### config.mk
export PLATFORM = sky130hd
export DESIGN_NAME = shf_pipe
export DESIGN_NICKNAME = d
export VERILOG_FILES = /design/src/rtl/shf_pipe.sv
export SDC_FILE = /design/constraint.sdc
export NUM_CORES = 1
export LEC_CHECK = 0
export ABC_AREA = 1
export CELL_PAD_IN_SITES_DETAIL_PLACEMENT = 1
export CELL_PAD_IN_SITES_GLOBAL_PLACEMENT = 2
export CORE_ASPECT_RATIO = 0.9
export CORE_MARGIN = 10
export CORE_UTILIZATION = 30
export CTS_BUF_LIST = sky130_fd_sc_hd__clkbuf_4 sky130_fd_sc_hd__clkbuf_8 sky130_fd_sc_hd__clkbuf_16
export CTS_CLUSTER_DIAMETER = 120
export DETAILED_ROUTE_END_ITERATION = 6
export PLACE_DENSITY = 0.89
export RECOVER_POWER = 25
export REMOVE_ABC_BUFFERS = 1
export SLEW_MARGIN = 20
export SYNTH_ARGS = -nofsm -noshare
export SYNTH_HDL_FRONTEND = slang
export SYNTH_SLANG_ARGS = --single-unit
### constraint.sdc
create_clock -name clk -period 1.4 [get_ports clk]
set_input_delay 0.28 -clock clk [delete_from_list [all_inputs] [get_ports clk]]
set_output_delay 0.28 -clock clk [all_outputs]
set_load 0.1 [all_outputs]
### src/rtl/shf_pipe.sv
// shf_pipe: pipelined log-barrel shifter/rotator with valid/ready flow control.
// Stage k applies the 2^k step of the shift when its shift-amount bit is set.
// Every stage is registered. The whole pipe freezes while the consumer
// back-pressures a valid result.
module shf_pipe #(
  parameter  int WIDTH = 8,
  localparam int SW    = $clog2(WIDTH)
) (
  input  logic             clk,
  input  logic             rst_n,
  input  logic             in_valid,
  output logic             in_ready,
  input  logic [2:0]       in_oper,
  input  logic [WIDTH-1:0] in_x,
  input  logic [SW-1:0]    in_y,
  output logic             out_valid,
  input  logic             out_ready,
  output logic [WIDTH-1:0] out_r,
  output logic             out_zero,
  output logic             out_err
);

  localparam logic [2:0] OP_SRL = 3'd0;
  localparam logic [2:0] OP_SRA = 3'd1;
  localparam logic [2:0] OP_ROR = 3'd2;
  localparam logic [2:0] OP_SLL = 3'd3;
  localparam logic [2:0] OP_ROL = 3'd5;

  // One barrel step of fixed distance s applied according to op.
  // Illegal codes pass data through untouched; the result is masked at the output.
  function automatic logic [WIDTH-1:0] shift_step(input logic [2:0]       op,
                                                  input logic [WIDTH-1:0] d,
                                                  input int               s);
    logic [WIDTH-1:0] fill;
    // For SRA the stage input MSB is always the original operand's sign bit,
    // because every earlier SRA step has already replicated it.
    fill = d[WIDTH-1] ? ~({WIDTH{1'b1}} >> s) : '0;
    // NOTE: assign a default before the case so every path drives the result; a
    // missing path in combinational code is what infers a latch.
    shift_step = d;
    case (op)
      OP_SRL:  shift_step = d >> s;
      OP_SRA:  shift_step = (d >> s) | fill;
      OP_ROR:  shift_step = (d >> s) | (d << (WIDTH - s));
      OP_SLL:  shift_step = d << s;
      OP_ROL:  shift_step = (d << s) | (d >> (WIDTH - s));
      default: shift_step = d;
    endcase
  endfunction

  function automatic logic is_legal(input logic [2:0] op);
    return (op == OP_SRL) || (op == OP_SRA) || (op == OP_ROR) ||
           (op == OP_SLL) || (op == OP_ROL);
  endfunction

  // Stage registers. Stage k holds the data after the 2^k step.
  // r_y[k] holds the shift-amount bits still to be consumed, right-aligned.
  // The last stage needs no shift-amount bits, so it has no r_y entry.
  logic             r_valid [SW];
  logic [2:0]       r_oper  [SW];
  logic [WIDTH-1:0] r_data  [SW];
  logic [SW-1:0]    r_y     [SW-1];

  // Per-stage inputs, taken from the request port or from the previous stage.
  logic             w_valid_in [SW];
  logic [2:0]       w_oper_in  [SW];
  logic [WIDTH-1:0] w_data_in  [SW];
  logic             w_sel      [SW];
  logic [WIDTH-1:0] w_data_nxt [SW];
  logic [SW-1:0]    w_y_src    [SW-1];

  logic w_stall;
  logic w_advance;
  logic w_illegal;

  for (genvar k = 0; k < SW; k++) begin : g_stage
    if (k == 0) begin : g_src
      assign w_valid_in[k] = in_valid;
      assign w_oper_in[k]  = in_oper;
      assign w_data_in[k]  = in_x;
      assign w_sel[k]      = in_y[0];
    end else begin : g_src
      assign w_valid_in[k] = r_valid[k-1];
      assign w_oper_in[k]  = r_oper[k-1];
      assign w_data_in[k]  = r_data[k-1];
      assign w_sel[k]      = r_y[k-1][0];
    end

    assign w_data_nxt[k] = w_sel[k] ? shift_step(w_oper_in[k], w_data_in[k], 1 << k)
                                    : w_data_in[k];

    if (k < SW - 1) begin : g_ysrc
      if (k == 0) begin : g_first
        assign w_y_src[k] = in_y;
      end else begin : g_later
        assign w_y_src[k] = r_y[k-1];
      end
    end
  end

  // Global flow control. A valid result the consumer refuses freezes every stage.
  assign out_valid = r_valid[SW-1];
  assign w_stall   = out_valid & ~out_ready;
  assign w_advance = ~w_stall;
  assign in_ready  = w_advance;

  // Advance all stages together. Bubbles move through as valid = 0. Payloads
  // change only when a real request moves in, so idle slots do not toggle.
  always_ff @(posedge clk or negedge rst_n) begin
    if (!rst_n) begin
      // NOTE: the stage registers are few and flops with async reset, so clear
      // all of them, payload included. Reset values are then deterministic.
      for (int k = 0; k < SW; k++) begin
        r_valid[k] <= 1'b0;
        r_oper[k]  <= '0;
        r_data[k]  <= '0;
      end
      for (int k = 0; k < SW - 1; k++) begin
        r_y[k] <= '0;
      end
    end else if (w_advance) begin
      // NOTE: non-blocking assignments let every stage sample the previous
      // stage's old value on the same edge, which is what makes this a pipeline.
      for (int k = 0; k < SW; k++) begin
        r_valid[k] <= w_valid_in[k];
        if (w_valid_in[k]) begin
          r_oper[k] <= w_oper_in[k];
          r_data[k] <= w_data_nxt[k];
        end
      end
      for (int k = 0; k < SW - 1; k++) begin
        if (w_valid_in[k]) begin
          r_y[k] <= w_y_src[k] >> 1;
        end
      end
    end
  end

  // Output decode from the final stage. Illegal codes force a zero result.
  // All outputs read 0 while no result is present.
  assign w_illegal = ~is_legal(r_oper[SW-1]);
  assign out_err   = out_valid & w_illegal;
  assign out_r     = (out_valid & ~w_illegal) ? r_data[SW-1] : '0;
  assign out_zero  = out_valid & (out_r == '0);

endmodule

**Clock wires, drivers and flops**

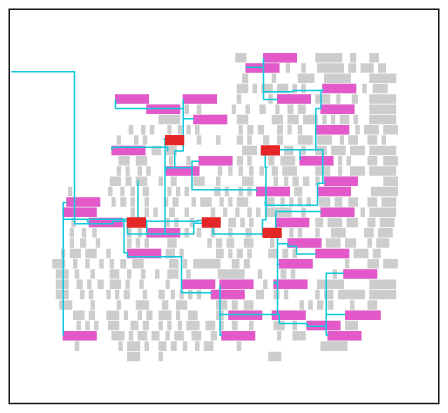
[cells driving clock nets] red | count: 5
[clock wires] cyan | length: 622 um
[flip-flops] magenta | count: 39
routed clock nets	6

**Congestion heat map**

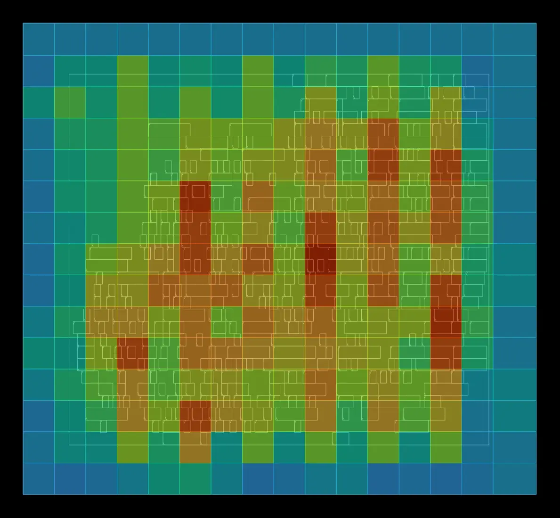
M3 GR Usage: 0.0260
fin util: 0.463

==> GITHUB_STEP_SUMMARY <==
## Implementation flow summary

| Metric | Value |
|---|---|
| Routed Antenna Nets | `0` |
| Flip-flops | `39` |
| Design Power | `7.49 mW` |
| LEAKAGE | `1.66 nW` |
| WL per Instance | `15.0 um` |
| Initial antenna violation count | `0` |
| Sw Share | `0.514` |
| Share of cells above drive strength 1 | `0.303` |
| Unique cell types | `22` |
| Hold Path Depth | `2` |
| Placer Congestion | `0.805` |
| CTS H-tree lvls | `2` |
| Endpoints failing hold | `0` |
| Setup WS post-layout | `-0.409 ns` |
| Worst Path Arrival | `1.53 ns` |
| Fin Hold WS | `0.487 ns` |
| Grt peak-use layer | `met2` |
| Non-Filler Instances | `502` |
| Most used DFF post-synth | `dfrtp_1` |
| Num ports | `30` |
| Data buffer area share | `0.200` |
| Synth-to-Final Area Change | `49.6%` |
| RSZ-0062 raised after global routing | `true` |
| Flop pwr share | `0.270` |
| DR WL met2 | `3940 um` |
| Post-synth EDFFs | `0` |
| Buffers & Inverters on Critical Path | `2` |
| Crit path DRT | `1.12 ns` |
| Met2 GRT Util | `0.203` |
| WL final | `7540 um` |
| Final setup viols | `24` |
| Largest net degree at the start of global routing | `40` |
| Clock power frac | `0.109` |
| Final min period | `1.81 ns` |
| # Cells Yosys | `340` |
| Reg2reg path depth | `9` |
| Crit-path slowest cell | `dfrtp_1` |
| Internal power | `3.64 mW` |
| FP Util | `0.310` |
| Clk_skew | `0.00503 ns` |
| Crit path from | `r_oper[1]` |
| Vias in the first global route | `2486` |
| Synth async-reset ratio | `1.00` |
| Final Slew Violations | `0` |
| Relative slew slack | `0.563` |
| Tool Warnings | `27` |
| TritonCTS buffer count | `5` |
| Ao+oa area frac | `0.111` |
| Worst R2R Setup Slack | `-0.10 ns` |
| Max Clk Rate | `0.553 GHz` |
| Gate Count Post-Synth | `340` |
| Chip area | `11700 sq um` |
| Yosys adder share | `0` |
| Max-cap violations | `0` |
| Placed cell area | `2990 sq um` |
| Top cells by area | `dfrtp_1, nand2_1, inv_1` |
| Dominant comb cell | `simple AND/OR/NAND/NOR gates` |
| Starting DRT DRC Count | `103` |
| Number of diodes | `0` |
| FILL cells | `921` |
| Psw | `3.85 mW` |
| Largest cell class | `multi-input combinational cells` |
| Power Sequential | `2.02 mW` |
| Die x size | `113 um` |
| CP Cell Sequence | `inv_2, nand2_2, nand2_4, nand2_4, a31oi_2, nor2_2, buf_12` |
| Leading cell type by number of instances after synthesis | `nand2_1` |
| Max reg flops | `24` |
| Xor/xnor share | `0` |
| Worst Tran Pin Value | `0.653 ns` |
| Latest clock arrival within the worst-skew pair | `0.30 ns` |
| Flop area | `977 sq um` |
| Initial DRT Pass Iterations | `4` |
| Post-route setup TNS | `-4.04 ns` |
| CP Capture Type | `primary output` |
| Total GRT Usage | `0.116` |
| CP Class | `flop to primary output` |
| Largest regs | `r_data x24, r_oper x9, r_y x3` |
| Simple Share, Synth | `0.364` |
| Cts hold-fix bufs | `1` |
| Total gr overflow | `0` |
| Syn Std Cell Area | `2340 sq um` |
| Worst path most repeated cell | `nand2_4` |
| Rows | `30` |
| Worst Hold Class | `flop to flop` |
| Design Area, Final | `3490 sq um` |
| Final-layout clock-cell area share | `0.0269` |
| Clk sinks | `39` |
| Status | `complete, but fails checks` |
| Clock Power | `0.818 mW` |
| Combinational fraction of design power | `0.621` |
| Setup WS pre-CTS | `-0.298 ns` |
| Family with the most delay on the worst path | `simple AND/OR/NAND/NOR gates` |
| #FFs+latches synth | `39` |
| Inst Count DP | `481` |
| YS chip area | `2340 sq um` |
| #MultiIn Comb | `251` |
| Bufs w/o clock | `62` |
| Top reg by flops | `r_data` |
| Nets | `423` |
| Largest fanout on the critical path | `9` |
| Met1 usage | `0.136` |
| Clk slew on worst S/H paths | `0.09 ns` |
| Footprint of the multi-input gates | `1420 sq um` |
| PortBufs | `29` |
| Comb area share | `0.405` |
| Mux contribution to synthesized area | `0` |
| Post-cts resize count | `20` |
| Top cell area share | `0.418` |
| Comb power | `4.65 mW` |
| Inverters excl. clock | `46` |
| Vias per cell | `4.82` |
| End of the worst hold path | `r_data[14]` |
| Die y size | `104 um` |
| CP Depth | `7` |
| Met1 wire length | `3320 um` |
| DR vias | `2422` |
| Termination of the worst setup path | `out_zero` |
| Max layer used | `met4` |
| Most common logic cells in the final layout | `nand2_1, inv_1, dfrtp_1` |
| Post-DP HPWL | `5030 um` |
| Synth Seq Share | `0.418` |
| Violations in the final reports | `setup timing` |
| Crit Reg-Reg Endpoint | `r_data[4]` |
| Top cell excl fill/tap | `nand2_1` |
| Seq/total area | `0.280` |
| Type of origin of the critical path | `flop` |
| Well Taps | `96` |
| PwrDens | `2140 nW/um^2` |
| Number of clock buffers in the layout | `5` |
| Ys Warns | `0` |
| Max power group | `combinational logic` |
**Cell classes on the final placement**

Bar = 20 um.
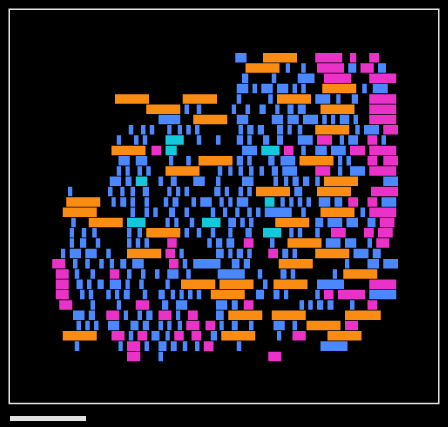
class	color	cells	share of their area
all other logic	blue	297	48%
clock drivers and dummy loads	cyan	8	2.8%
other buffers and delay cells	magenta	62	21%
flops	orange	39	29%

**Floorplan with the power grid**

Pins as bars on the die edge. Tap cells in gray.
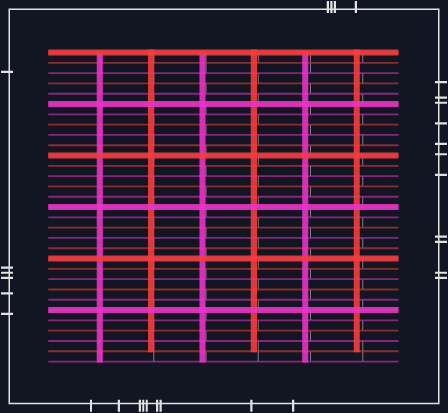
net	color
VDD	red
VSS	magenta
rows	30
met4 straps	6
tap cells	96
met5 straps	6
signal pins	30

Power and IR drop assume default switching activity.
